run_1/metal_stack.png
(4 px per um)
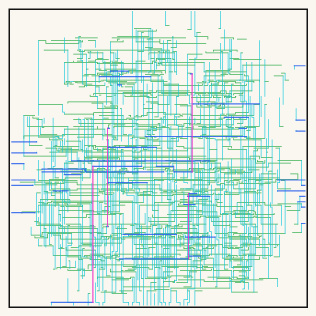
run_1/final_clocks.png
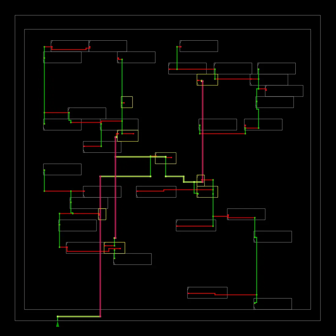
run_1/density.png
(4 px per um) The die is cut into 7 by 7 equal tiles; black is low, pale yellow is high, 0 to 100% covered.
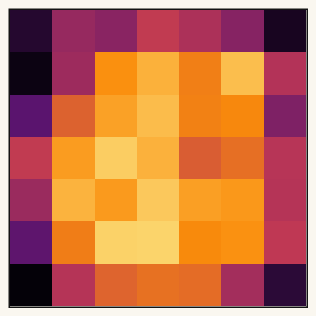
run_1/pins.png
(4 px per um) Pins as bars across the die edge, other pins in gray.
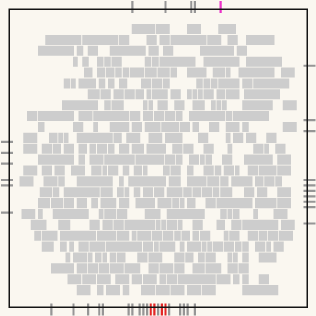
==> src/rtl/timer_countdown.sv <==
// BCD MM:SS countdown timer. Latches digits from the timer-input stage on
// load, counts down one second per TICKS_PER_SEC clocks while running, and
// flags completion (done) and rejected loads (err) with one-cycle pulses.
module timer_countdown #(
    parameter int TICKS_PER_SEC = 100,
    parameter int PW            = 7
) (
    input  logic       clk,
    input  logic       clr,
    input  logic       load,
    input  logic       start,
    input  logic       pause,
    input  logic       cancel,
    input  logic [3:0] min_t,
    input  logic [3:0] min_o,
    input  logic [3:0] sec_t,
    input  logic [3:0] sec_o,
    output logic [3:0] q_min_t,
    output logic [3:0] q_min_o,
    output logic [3:0] q_sec_t,
    output logic [3:0] q_sec_o,
    output logic       running,
    output logic       done,
    output logic       err
);

    typedef enum logic [2:0] {
        ST_IDLE  = 3'd0,
        ST_ARMED = 3'd1,
        ST_RUN   = 3'd2,
        ST_HOLD  = 3'd3,
        ST_DONE  = 3'd4
    } state_t;

    localparam logic [PW-1:0] PRESC_LAST = PW'(TICKS_PER_SEC - 1);

    state_t        state_q, state_d;
    logic [15:0]   cnt_q, cnt_d;      // {min_t, min_o, sec_t, sec_o}
    logic [PW-1:0] presc_q, presc_d;
    logic          running_q, done_q, done_d, err_q, err_d;

    logic [15:0]   din_s;
    logic [15:0]   cnt_dec_s;
    logic          load_ok_s;

    // A digit set is legal only if every digit is decimal and sec_t <= 5.
    function automatic logic digits_valid(input logic [15:0] v);
        logic ok;
        ok = 1'b1;
        if ((v[15:12] > 4'd9) || (v[11:8] > 4'd9) ||
            (v[7:4] > 4'd5) || (v[3:0] > 4'd9)) begin
            ok = 1'b0;
        end else begin
            ok = 1'b1;
        end
        return ok;
    endfunction

    // One-second BCD decrement with borrow across sec_o, sec_t, min_o, min_t.
    function automatic logic [15:0] bcd_dec(input logic [15:0] v);
        logic [3:0] mt, mo, st, so;
        mt = v[15:12];
        mo = v[11:8];
        st = v[7:4];
        so = v[3:0];
        if (so != 4'd0) begin
            so = so - 4'd1;
        end else begin
            so = 4'd9;
            if (st != 4'd0) begin
                st = st - 4'd1;
            end else begin
                st = 4'd5;
                if (mo != 4'd0) begin
                    mo = mo - 4'd1;
                end else begin
                    mo = 4'd9;
                    mt = mt - 4'd1;
                end
            end
        end
        return {mt, mo, st, so};
    endfunction

    assign din_s     = {min_t, min_o, sec_t, sec_o};
    assign cnt_dec_s = bcd_dec(cnt_q);
    assign load_ok_s = (state_q == ST_IDLE) || (state_q == ST_ARMED) ||
                       (state_q == ST_DONE);

    // Next-state logic: cancel > load > pause > start, then prescaler/decrement in RUN.
    always_comb begin
        state_d = state_q;
        cnt_d   = cnt_q;
        presc_d = presc_q;
        done_d  = 1'b0;
        err_d   = 1'b0;
        if (cancel) begin
            state_d = ST_IDLE;
            cnt_d   = 16'h0000;
            presc_d = '0;
        end else if (load && load_ok_s) begin
            if (digits_valid(din_s)) begin
                cnt_d   = din_s;
                presc_d = '0;
                state_d = (din_s != 16'h0000) ? ST_ARMED : ST_IDLE;
            end else begin
                err_d = 1'b1;
            end
        end else if (pause && (state_q == ST_RUN)) begin
            state_d = ST_HOLD;
        end else if (start && ((state_q == ST_ARMED) || (state_q == ST_HOLD))) begin
            state_d = ST_RUN;
        end else if (state_q == ST_RUN) begin
            if (presc_q == PRESC_LAST) begin
                presc_d = '0;
                cnt_d   = cnt_dec_s;
                if (cnt_dec_s == 16'h0000) begin
                    state_d = ST_DONE;
                    done_d  = 1'b1;
                end else begin
                    state_d = ST_RUN;
                end
            end else begin
                presc_d = presc_q + PW'(1);
            end
        end else begin
            state_d = state_q;
        end
    end

    // State, count, prescaler and output registers; clr clears everything at once.
    always_ff @(posedge clk or negedge clr) begin
        if (!clr) begin
            state_q   <= ST_IDLE;
            cnt_q     <= 16'h0000;
            presc_q   <= '0;
            running_q <= 1'b0;
            done_q    <= 1'b0;
            err_q     <= 1'b0;
        end else begin
            state_q   <= state_d;
            cnt_q     <= cnt_d;
            presc_q   <= presc_d;
            running_q <= (state_d == ST_RUN);
            done_q    <= done_d;
            err_q     <= err_d;
        end
    end

    assign q_min_t = cnt_q[15:12];
    assign q_min_o = cnt_q[11:8];
    assign q_sec_t = cnt_q[7:4];
    assign q_sec_o = cnt_q[3:0];
    assign running = running_q;
    assign done    = done_q;
    assign err     = err_q;

endmodule

==> config.mk <==
export PLATFORM = sky130hd
export DESIGN_NAME = timer_countdown
export DESIGN_NICKNAME = d
export VERILOG_FILES = /design/src/rtl/timer_countdown.sv
export SDC_FILE = /design/constraint.sdc
export NUM_CORES = 1
export LEC_CHECK = 0
export CAP_MARGIN = 20
export CORE_MARGIN = 2
export CORE_UTILIZATION = 40
export CTS_BUF_LIST = sky130_fd_sc_hd__clkbuf_2 sky130_fd_sc_hd__clkbuf_4 sky130_fd_sc_hd__clkbuf_8
export DETAILED_ROUTE_END_ITERATION = 8
export PLACE_DENSITY = 0.68
export SLEW_MARGIN = 20
export SYNTH_ARGS = -nofsm -noshare
export SYNTH_HDL_FRONTEND = slang
export SYNTH_SLANG_ARGS = --single-unit
==> constraint.sdc <==
create_clock -name clk -period 1.9 [get_ports clk]
set_input_delay 0.38 -clock clk [delete_from_list [all_inputs] [get_ports clk]]
set_output_delay 0.38 -clock clk [all_outputs]
set_load 0.005 [all_outputs]
==> flow_summary.toml, run 1 <==
# yosys + openroad results
[cells_and_area]
layout-drive-gt1-share_pct = 35.55
comb-cell-share_pct = 39.81
layout.cells.non_filler = 413
n_fill_cell = 382
regMostFlops = "cnt_q"
signal_buffers = 119
logic_area_um2 = 1291
area_delta_synth_final_pct = 64.89
layout.nonclk_buf_share_pct = 31.52

[floorplanning]
die_area_um2 = 5494
rows = 25
nWellTaps = 67
pin_count = 41
coreArea_um2 = 4723

[critical_path]
r2r_end = "state_q[2]"
crit_buf_inv = 1
critical-path-max-stage-delay_ps = 430
worstPathCellList = "or3_4 -> or4_4 -> a2111o_1 -> buf_4 -> nor3_2 -> a32o_1"
rr_worst_depth = 6
path_max_fanout = 2
cp_data_arrival_time_ps = 2290

[drt]
drt-met1-wl_um = 3052
wire_per_inst_um = 16.50
drc = 0
postRouteAntennaNets = 0

[clock_tree]
cts_tree = "yes"
path_clk_slew_ps = 70
cts.sinks = 29

[sta]
slew_viol_final = 0
tightest_slew_ps = 471.0
final.setup.worst_slack_ps = -174.9
fin_hold_ws_ps = 492.4
setup_viol = 6
fmax_mhz = 482.0

[yosys]
synthFlopType = "dfrtp_1"
async_flop_share_pct = 100.0
ys_sh_simple_pct = 29.33
ys_cells = 233
area_leaders = "dfrtp_1 37%, a21oi_1 5.1%, o21ai_0 4.6%, nor2_1 3.8%, nand2_1 3.2%"
synthXorXnorAreaFrac_pct = 0
top_logic_kind = "simple AND/OR/NAND/NOR gates"
common_cells = "29 x dfrtp_1, 20 x a21oi_1, 20 x nor2_1"
syn_inst = 233

[placement]
dp_cells = 399
place_area_um2 = 2969
dp_hpwl_um = 4862

[power]
p_comb_share_pct = 27.4
power_leader = "sequential cells"
p_sw_uw = 469.8
netSwitchingFraction_pct = 29.49
p_seq_share_pct = 40.0

[job]
cap_viol_max_count = 0

[status]
violations = "setup timing"
outcome = "finished, violations left"

[grt]
grt_max_degree = 30
grt_usage_pct = 25.54
-- metal_stack.png (at the start) --
layer	color	wire length
met4	magenta	99.3 um
met2	cyan	3350 um
met1	green	3050 um
met3	blue	316 um

-- final_clocks.png (at the start) --
flop count: 29
clock buffers: 6

-- density.png (at the start) --
emptiest ninth of the die	top left
mean over tiles	57%
nearly empty tiles	2.0%
floorplan core density: 41.64%
Final Util: 68.66%

-- pins.png (at the start) --
port	color	pins	direction	edge
q_sec_o	red	4	output	bottom
pause	magenta	1	input	top
all pins by edge	20 bottom, 10 right, 6 left, 5 top
IO Port Bufs: 40
Die Ht: 74.12 um
DIE WIDTH: 74.12 um

run_1/cell_classes.png
(4 px per um)
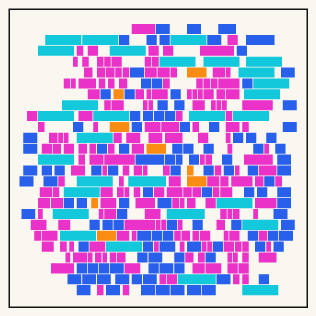

==> inputs of run 2 (changes only) <==
Settings changed: CORE_MARGIN 2 to 3.
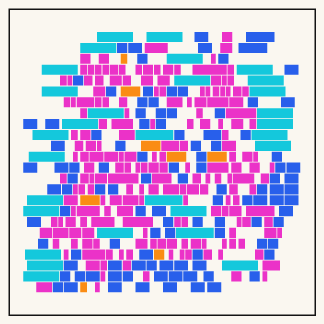
run_2/cell_classes.png
(4 px per um)
class	color	cells	share of their area
other buffers and delay cells	blue	108	31%
all other logic	magenta	190	43%
clock drivers and dummy loads	orange	8	2.8%
flip-flops	cyan	29	24%

==> run 2 against run 1 <==
The flow still finishes with violations (setup timing). Sequential share of layout area grew 0.68 points. Core utilization grew 0.76 points. Power decreased by 2.0%. Final cell count decreased by 3.1%. Routed wire length fell by 5.9%. Clock skew rose by 0.99 ps. First-iteration DRC count down 3.8%. Die size up 5.5%. Register-to-register slack better by 40 ps. Synthesized area did not move. Clock-buffer cell count decreased by 1. Critical path type unchanged. Largest power group unchanged.
==> flow_summary.toml, run 2 <==
# yosys + openroad results
[status]
outcome = "finished, violations left"
violations = "setup timing"

[yosys]
common_cells = "29 x dfrtp_1, 20 x a21oi_1, 20 x nor2_1"
async_flop_share_pct = 100.0
synthFlopType = "dfrtp_1"
top_logic_kind = "simple AND/OR/NAND/NOR gates"
area_leaders = "dfrtp_1 37%, a21oi_1 5.1%, o21ai_0 4.6%, nor2_1 3.8%, nand2_1 3.2%"
ys_cells = 233
synthXorXnorAreaFrac_pct = 0
yosysTopAreaCell = "dfrtp_1"
syn_inst = 233
yosys_warnings = 0

[floorplanning]
die_height_um = 76.12
die_area_um2 = 5794
pin_count = 41
fp_util_pct = 43.38
rows = 24
die_w_um = 76.12
nWellTaps = 65

[cells_and_area]
logic_area_um2 = 1282
n_fill_cell = 368
layout.cells.non_filler = 400
seq_cell_count = 29
layout-drive-gt1-share_pct = 33.13
regMostFlops = "cnt_q"
reg_top3 = "cnt_q x16, presc_q x7, state_q x3"
signal_buffers = 108
layout.nonclk_buf_share_pct = 29.81
comb-cell-share_pct = 40.74

[grt]
grt_max_degree = 30
grt_first_pass_wirelength_um = 10540
grt_usage_pct = 22.16

[power]
p_sw_uw = 469.2
power_leader = "sequential cells"
p_leak_nw = 1.341
p_comb_share_pct = 26.6
p_seq_share_pct = 40.7
netSwitchingFraction_pct = 30.05

[critical_path]
critical-path-max-stage-delay_ps = 440
crit_buf_inv = 0
path_max_fanout = 2
r2r_end = "running"
cp_data_arrival_time_ps = 2190
rr_worst_depth = 5
worstPathCellList = "or3_4 -> or4_4 -> a2111o_1 -> nor4_4 -> a2111oi_2"

[sta]
final.setup.worst_slack_ps = -133.9
fin_hold_ws_ps = 482.5
fmax_mhz = 491.7
tightest_slew_ps = 477.2
slew_viol_final = 0
setup_viol = 4

[placement]
dp_hpwl_um = 4769
io_buffer_count = 40
place_area_um2 = 2914
dp_cells = 390

[drt]
drt-met1-wl_um = 2945
drc = 0
drt_iter0_drc = 127
postRouteAntennaNets = 0
wire_per_inst_um = 16.03

[job]
cap_viol_max_count = 0

[clock_tree]
path_clk_slew_ps = 70
cts_tree = "yes"
run_2/pins.png
(4 px per um) Pins as bars across the die edge, other pins in gray.
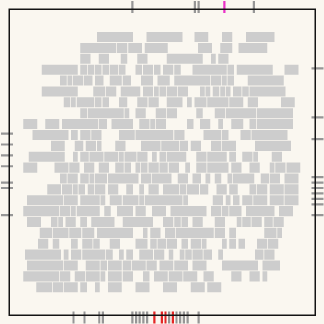

==> inputs of run 3 (changes only) <==
Settings changed: CORE_UTILIZATION 40 to 30, PLACE_DENSITY 0.68 to default.
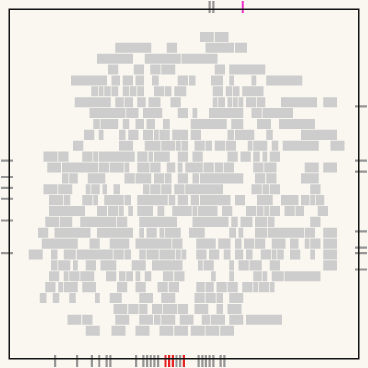
run_3/pins.png
(4 px per um) Pins as bars across the die edge, other pins in gray.
Die Ht: 86.97 um
DIE WIDTH: 86.97 um

==> run 3 against run 2 <==
The run still ends with setup timing left. Register-to-register slack better by 20 ps. Combinational power rose by 4%. Design area up 2.5%. Maximum frequency increased by 1.2%. Power up 13%. Via count is 0.97% higher. Core utilization is 17 points lower. Non-clock buffer count up 9. Flip-flop count stayed put. Synthesized cell count unchanged. Critical endpoint unchanged.
==> flow_summary.toml, run 3 <==
# yosys + openroad results
[clock_tree]
path_clk_slew_ps = 70
cts_tree = "yes"

[sta]
final.setup.worst_slack_ps = -110.2
tightest_slew_ps = 603.4
fin_hold_ws_ps = 481.9
fmax_mhz = 497.5
setup_viol = 5

[critical_path]
critical-path-max-stage-delay_ps = 440
r2r_end = "running"
cp_data_arrival_time_ps = 2170
crit_buf_inv = 0
path_max_fanout = 2
worstPathCellList = "or3_4 -> or4_4 -> a2111o_1 -> nor4_4 -> a2111oi_2"

[cells_and_area]
reg_top3 = "cnt_q x16, presc_q x7, state_q x3"
layout.cells.non_filler = 419
seq_cell_count = 29
layout-drive-gt1-share_pct = 33.14
comb-cell-share_pct = 38.83

[yosys]
synthFlopType = "dfrtp_1"
yosysTopAreaCell = "dfrtp_1"
yosys_warnings = 0
syn_inst = 233
area_leaders = "dfrtp_1 37%, a21oi_1 5.1%, o21ai_0 4.6%, nor2_1 3.8%, nand2_1 3.2%"
async_flop_share_pct = 100.0

[status]
outcome = "finished, violations left"
violations = "setup timing"

[floorplanning]
rows = 28
pin_count = 41
die_area_um2 = 7564

[power]
p_seq_share_pct = 36.1
p_leak_nw = 1.391

[placement]
io_buffer_count = 40
dp_cells = 407

[grt]
grt_first_pass_wirelength_um = 11080
grt_usage_pct = 18.70
grt_max_degree = 30

[drt]
drt-met1-wl_um = 3277
drc = 0
postRouteAntennaNets = 0
wire_per_inst_um = 16.52
No activity file was given, so power comes from the tool's default toggle rates.
